$ cat src/rtl/regfile_writeback_pkg.sv
// Shared types and widths for the register-file writeback block.
package regfile_writeback_pkg;

   localparam int unsigned REG_IDX_W = 5;
   localparam int unsigned XLEN      = 32;

   typedef struct packed {
      logic [REG_IDX_W-1:0] rd;
      logic [XLEN-1:0]      data;
   } wb_req_t;

endpackage

$ cat src/rtl/wb_fifo.sv
// Load-result FIFO: power-of-two depth, registered count, storage without reset.
module wb_fifo
   import regfile_writeback_pkg::*;
#(
   parameter int unsigned DEPTH = 4,
   localparam int unsigned PTR_W = $clog2(DEPTH),
   localparam int unsigned CNT_W = $clog2(DEPTH + 1)
) (
   input  logic             clk,
   input  logic             reset,
   input  logic             push,
   input  wb_req_t          push_data,
   input  logic             pop,
   output wb_req_t          head,
   output logic             full,
   output logic             empty,
   output logic [CNT_W-1:0] count
);

   if (DEPTH < 2 || (DEPTH & (DEPTH - 1)) != 0) begin : gen_bad_depth
      $error("wb_fifo: DEPTH must be a power of two and at least 2");
   end

   wb_req_t          mem_q [DEPTH];
   logic [PTR_W-1:0] wr_ptr_q, wr_ptr_d;
   logic [PTR_W-1:0] rd_ptr_q, rd_ptr_d;
   logic [CNT_W-1:0] count_q, count_d;
   logic             do_push, do_pop;

   assign full    = (count_q == CNT_W'(DEPTH));
   assign empty   = (count_q == '0);
   assign count   = count_q;
   assign head    = mem_q[rd_ptr_q];
   assign do_push = push & ~full;
   assign do_pop  = pop & ~empty;

   // Pointers wrap naturally because DEPTH is a power of two.
   always_comb begin
      wr_ptr_d = wr_ptr_q;
      rd_ptr_d = rd_ptr_q;
      count_d  = count_q;
      if (do_push) wr_ptr_d = wr_ptr_q + PTR_W'(1);
      if (do_pop)  rd_ptr_d = rd_ptr_q + PTR_W'(1);
      if (do_push && !do_pop) begin
         count_d = count_q + CNT_W'(1);
      end else if (do_pop && !do_push) begin
         count_d = count_q - CNT_W'(1);
      end
   end

   always_ff @(posedge clk or posedge reset) begin
      if (reset) begin
         wr_ptr_q <= '0;
         rd_ptr_q <= '0;
         count_q  <= '0;
      end else begin
         wr_ptr_q <= wr_ptr_d;
         rd_ptr_q <= rd_ptr_d;
         count_q  <= count_d;
      end
   end

   always_ff @(posedge clk) begin
      if (do_push) mem_q[wr_ptr_q] <= push_data;
   end

endmodule

$ cat src/rtl/regfile_writeback.sv
// Writeback arbiter: ALU results take the single write port first, queued loads fill idle
// cycles; a busy scoreboard tracks destinations issued but not yet written.
module regfile_writeback
   import regfile_writeback_pkg::*;
#(
   parameter int unsigned LD_DEPTH = 4
) (
   input  logic                 clk,
   input  logic                 reset,
   input  logic                 alu_valid,
   input  logic [REG_IDX_W-1:0] alu_rd,
   input  logic [XLEN-1:0]      alu_data,
   input  logic                 ld_valid,
   output logic                 ld_ready,
   input  logic [REG_IDX_W-1:0] ld_rd,
   input  logic [XLEN-1:0]      ld_data,
   input  logic                 issue_valid,
   input  logic [REG_IDX_W-1:0] issue_rd,
   output logic                 reg_write,
   output logic [REG_IDX_W-1:0] write_reg,
   output logic [XLEN-1:0]      write_data,
   output logic [XLEN-1:0]      busy
);

   localparam int unsigned CNT_W = $clog2(LD_DEPTH + 1);

   wb_req_t              ld_req, fifo_head, sel_req;
   logic                 ld_push, fifo_pop, fifo_full, fifo_empty, sel_valid;
   logic [CNT_W-1:0]     fifo_count;
   logic                 reg_write_q, reg_write_d;
   logic [REG_IDX_W-1:0] write_reg_q, write_reg_d;
   logic [XLEN-1:0]      write_data_q, write_data_d;
   logic [XLEN-1:0]      busy_q, busy_d;

   assign ld_req.rd   = ld_rd;
   assign ld_req.data = ld_data;
   // Readiness comes only from the registered count, so a same-cycle pop never frees a slot.
   assign ld_ready    = (fifo_count < CNT_W'(LD_DEPTH));
   assign ld_push     = ld_valid & ld_ready & ~fifo_full;

   wb_fifo #(
      .DEPTH(LD_DEPTH)
   ) u_wb_fifo (
      .clk      (clk),
      .reset    (reset),
      .push     (ld_push),
      .push_data(ld_req),
      .pop      (fifo_pop),
      .head     (fifo_head),
      .full     (fifo_full),
      .empty    (fifo_empty),
      .count    (fifo_count)
   );

   always_comb begin
      sel_req.rd   = alu_rd;
      sel_req.data = alu_data;
      sel_valid    = 1'b0;
      fifo_pop     = 1'b0;
      if (alu_valid) begin
         sel_valid = 1'b1;
      end else if (!fifo_empty) begin
         sel_req   = fifo_head;
         sel_valid = 1'b1;
         fifo_pop  = 1'b1;
      end
   end

   // x0 selections are consumed without a write; idle cycles hold the last index/data.
   always_comb begin
      reg_write_d  = 1'b0;
      write_reg_d  = write_reg_q;
      write_data_d = write_data_q;
      if (sel_valid && sel_req.rd != '0) begin
         reg_write_d  = 1'b1;
         write_reg_d  = sel_req.rd;
         write_data_d = sel_req.data;
      end
   end

   // Clear applied before set so a same-edge issue to the written register keeps it busy.
   always_comb begin
      busy_d = busy_q;
      if (sel_valid && sel_req.rd != '0) busy_d[sel_req.rd] = 1'b0;
      if (issue_valid && issue_rd != '0) busy_d[issue_rd] = 1'b1;
      busy_d[0] = 1'b0;
   end

   always_ff @(posedge clk or posedge reset) begin
      if (reset) begin
         reg_write_q  <= 1'b0;
         write_reg_q  <= '0;
         write_data_q <= '0;
         busy_q       <= '0;
      end else begin
         reg_write_q  <= reg_write_d;
         write_reg_q  <= write_reg_d;
         write_data_q <= write_data_d;
         busy_q       <= busy_d;
      end
   end

   assign reg_write  = reg_write_q;
   assign write_reg  = write_reg_q;
   assign write_data = write_data_q;
   assign busy       = busy_q;

endmodule

$ cat config.mk
export PLATFORM = sky130hd
export DESIGN_NAME = regfile_writeback
export DESIGN_NICKNAME = d
export VERILOG_FILES = /design/src/rtl/regfile_writeback_pkg.sv /design/src/rtl/wb_fifo.sv /design/src/rtl/regfile_writeback.sv
export SDC_FILE = /design/constraint.sdc
export NUM_CORES = 1
export LEC_CHECK = 0
export CELL_PAD_IN_SITES_DETAIL_PLACEMENT = 0
export CELL_PAD_IN_SITES_GLOBAL_PLACEMENT = 1
export CORE_ASPECT_RATIO = 0.9
export CORE_UTILIZATION = 44
export DETAILED_ROUTE_END_ITERATION = 10
export PLACE_DENSITY = 0.89
export SLEW_MARGIN = 20
export SYNTH_ARGS = -nofsm -noshare
export SYNTH_HDL_FRONTEND = slang
export SYNTH_HIERARCHICAL = 1
export SYNTH_SLANG_ARGS = --single-unit
$ cat constraint.sdc
create_clock -name clk -period 3.2 [get_ports clk]
set_input_delay 0.32 -clock clk [delete_from_list [all_inputs] [get_ports clk]]
set_output_delay 0.32 -clock clk [all_outputs]
set_load 0.05 [all_outputs]
**Metal layers overlaid**

(2 px per um) Two of the layers only.
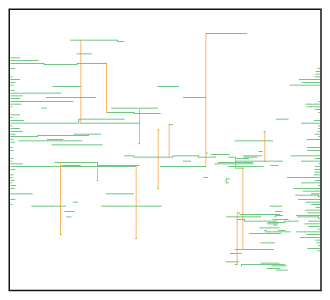
M3: in green, wire length 1560 um. M4: in orange, wire length 363 um.

==> qor.yml <==
outcome:
  status: "completed"
placement:
  dp_hpwl_um: 14000
  detailedPlace.worstSlack_ps: 375
  io_buffers: 153
  dp.cells: 1013
  place_area_um2: 11200
  place.gp.congestion: 0.875
yosys:
  synth_area_per_cell_um2: 16.0
  ff_type: "edfxtp_1"
  async_flop_share_pct: 33.9
  synth-seq-cells: 224
  synth.net_count: 670
  synthCells: 580
  synth-edff-count: 148
  syn_area_um2: 9290
  yosysChipArea_um2: 9290
  postSynthSeqShare_pct: 68.3
  synth_stat.cells: 580
  yosys_warnings: 6
  yosysUniqueCellTypes: 54
layout:
  syn2layout_area_growth_pct: 28.4
  nets: 842
  largest_reg_flops: 148
  final_layout_top_logic_cells: "clkdlybuf4s50_1, edfxtp_1, nand2_1"
  layoutNonFillerInstCount: 1056
  fin_area_um2: 11900
  lay_top_count: "clkdlybuf4s50_1"
  top_register: "u_wb_fifo/mem_q"
  drive_above_1_share_pct: 18.5
die:
  die_w_um: 155
  core_area_um2: 20800
  fp.dieH_um: 140
  fp.dieArea_um2: 21700
  pin_count: 155
  fp_util_pct: 44.7
  std_cell_rows: 50
final_timing:
  setup_viol: 0
  fmax_ghz: 0.363
  min_period_over_period_pct: 86.2
  setup_tns_ps: 0
  skew_ps: 8.89
  hold_violations: 0
  rsz0062_at_grt: "false"
  whs_ps: 164
  slew_headroom_pct: 41.3
  final.setup.worst_slack_ps: 442
  maxSlewViolCount: 0
  tightest_slew_ps: 876
  layout_min_cycle_time_ps: 2760
setup_path:
  reg2regPathDepth: 10
  start_kind: "register"
  critPathArrivalTime_ps: 3180
  crit_type: "reg -> reg"
  startpoint: "u_wb_fifo/count[0]$_DFFE_PP0P_"
  cp.required_ps: 3620
  end_kind: "register"
  cp_max_fo: 19
  timing.rr.start: "u_wb_fifo/count[0]$_DFFE_PP0P_"
  rrSetupSlack_ps: 440
  crit_end: "u_wb_fifo/count[2]$_DFFE_PP0P_"
  r2r_end: "u_wb_fifo/count[2]$_DFFE_PP0P_"
grt:
  grt_pass1_wl_um: 32500
  use_met2_pct: 32.5
  grt_usage_pct: 19.5
  antenna_found_initial: 2
  grt_pass1_vias: 5852
  grtUsageMet1_pct: 26.3
  met3_usage_pct: 4.08
  grt-ovfl-total: 0
  top_usage_layer: "met2"
  grt_max_degree: 53
clock_tree:
  ctsResizeCount: 0
  numCtsBuffers: 23
  ctsHtreeMaxLevel: 1
  cts-root-buf: "clkbuf_16"
  clkSlewWorstSetupHoldPaths_ps: 60
  clk_latency_ps: 500
  holdBufCountCts: 0
  cts_tree: "done"
  cts_buffer_depth: 3
  cts_sinks: 224
  post-cts-setup-buffers: 0
worst_hold_path:
  hp-class: "in -> async"
route:
  viasPerCell: 5.39
  ant_nets: 0
  dr.first_iter.drc_count: 335
  drc: 0
  dr.pass1.iters: 6
  wl_um: 20700
  wl_per_cell_um: 19.6
  vias: 5696
job:
  cap_violations: 0
  openroad.warnings: 29
power_and_ir_drop:
  peakVddDrop_uv: 492
  power_density_nw_per_um2: 1000
  p_leak_nw: 4.49
**Metal 1**

(2 px per um) Supply wires on this layer in gray.
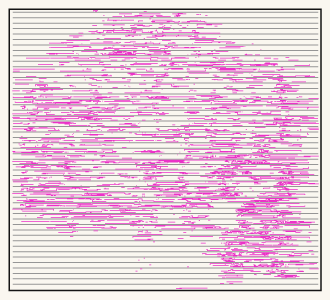
The layer carries 8660 um of wire. 736 nets have wire on it. The longest straight run is 64.6 um. The wires run mostly horizontal. The layer holds 42% of the routed length.

## layer usage
layer	vias to the layer above	part of all wire [%]
met3	32	7.6
met2	251	49
met1	2884	42
met4	0	1.8
li1	2529	-
met5	-	0
## layout make-up
class / count / area, um^2
clock buffer: 32 / 651
antenna: 2 / 5.00
tap: 286 / 358
multi-input combinational: 318 / 2740
timing repair buffer: 174 / 1730
inverter: 11 / 43.8
fill: 1618 / 8840
sequential: 224 / 6350
clock inverter: 9 / 52.6
## cells by family (layout without fill, tap and decap cells)
logic type      Yosys count  after routing  synth area share [%]
buf+inv                  38            226                  2.23
other cells               1              3                0.0404
fa+ha+maj                 6              6                 0.889
flops                   224            224                  68.3
mux                      74             74                  14.6
simple gates            153            153                  7.59
xor+xnor                  6              6                 0.565
compound gates           78             78                  5.76
## worst min path at each step
stage | start | end | slack, ps | cells after the start
floorplan | reset | u_wb_fifo/count[0]$_DFFE_PP0P_ | 120 | 1
global placement | busy[31]$_DFF_PP0_ | busy[31]$_DFF_PP0_ | 480 | 1
detailed placement | busy[31]$_DFF_PP0_ | busy[31]$_DFF_PP0_ | 480 | 1
CTS | reset | u_wb_fifo/wr_ptr_q[1]$_DFFE_PP0P_ | 130 | 2
global route | reset | u_wb_fifo/wr_ptr_q[0]$_DFFE_PP0P_ | 190 | 2
finish | reset | u_wb_fifo/rd_ptr_q[1]$_DFFE_PP0P_ | 160 | 2
## where the power goes
| part | internal [mW] | switching [mW] | total [mW] | leakage [nW] |
|---|---|---|---|---|
| sequential | 3.86 | 0.451 | 4.31 | 2.26 |
| combinational | 2.08 | 3.06 | 5.14 | 1.89 |
| clock | 1.42 | 1.07 | 2.49 | 0.334 |
| total | 7.36 | 4.58 | 11.9 | 4.49 |
## cell usage after synthesis (2+ instances only)
cell	count	area share (%)
a21oi_1	3	0.16
a31oi_1	2	0.13
a32oi_1	2	0.19
and2_1	4	0.27
buf_1	3	0.12
buf_2	7	0.38
buf_4	3	0.24
buf_6	6	0.73
clkbuf_1	8	0.32
dfrtp_1	76	20
edfxtp_1	148	48
ha_1	5	0.67
inv_1	11	0.44
mux2_2	8	0.97
mux2_4	29	4.7
mux4_2	37	9.0
nand2_1	107	4.3
nand2b_1	7	0.47
nand3_1	3	0.16
nand3b_1	4	0.32
nor2_1	6	0.24
nor2b_1	5	0.34
nor4b_1	2	0.19
o211ai_1	2	0.16
o21ai_0	33	1.8
o2bb2ai_1	3	0.28
o31ai_1	24	1.9
or3b_2	2	0.19
xnor2_1	4	0.38
xor2_1	2	0.19
## worst max-delay path, stage by stage (launching register included)
cell and delay [ps]:
dfrtp_1 450, nor3_1 390, or2_2 360, inv_2 230
nand2b_1 170, ha_1 190, inv_1 60, fa_1 370
xor2_1 170, nor2_1 130, xor2_1 150
## stage by stage
stage | utilization, % | power, mW
6_report | 57.4 | 11.9
5_1_grt | 57.4 | 12.5
4_1_cts | 57.4 | 12.0
3_5_place_dp | 54.0 | 9.52
3_3_place_gp | 54.0 | 9.35
2_1_floorplan | - | 7.85
Power is estimated from default activity; no workload was simulated.
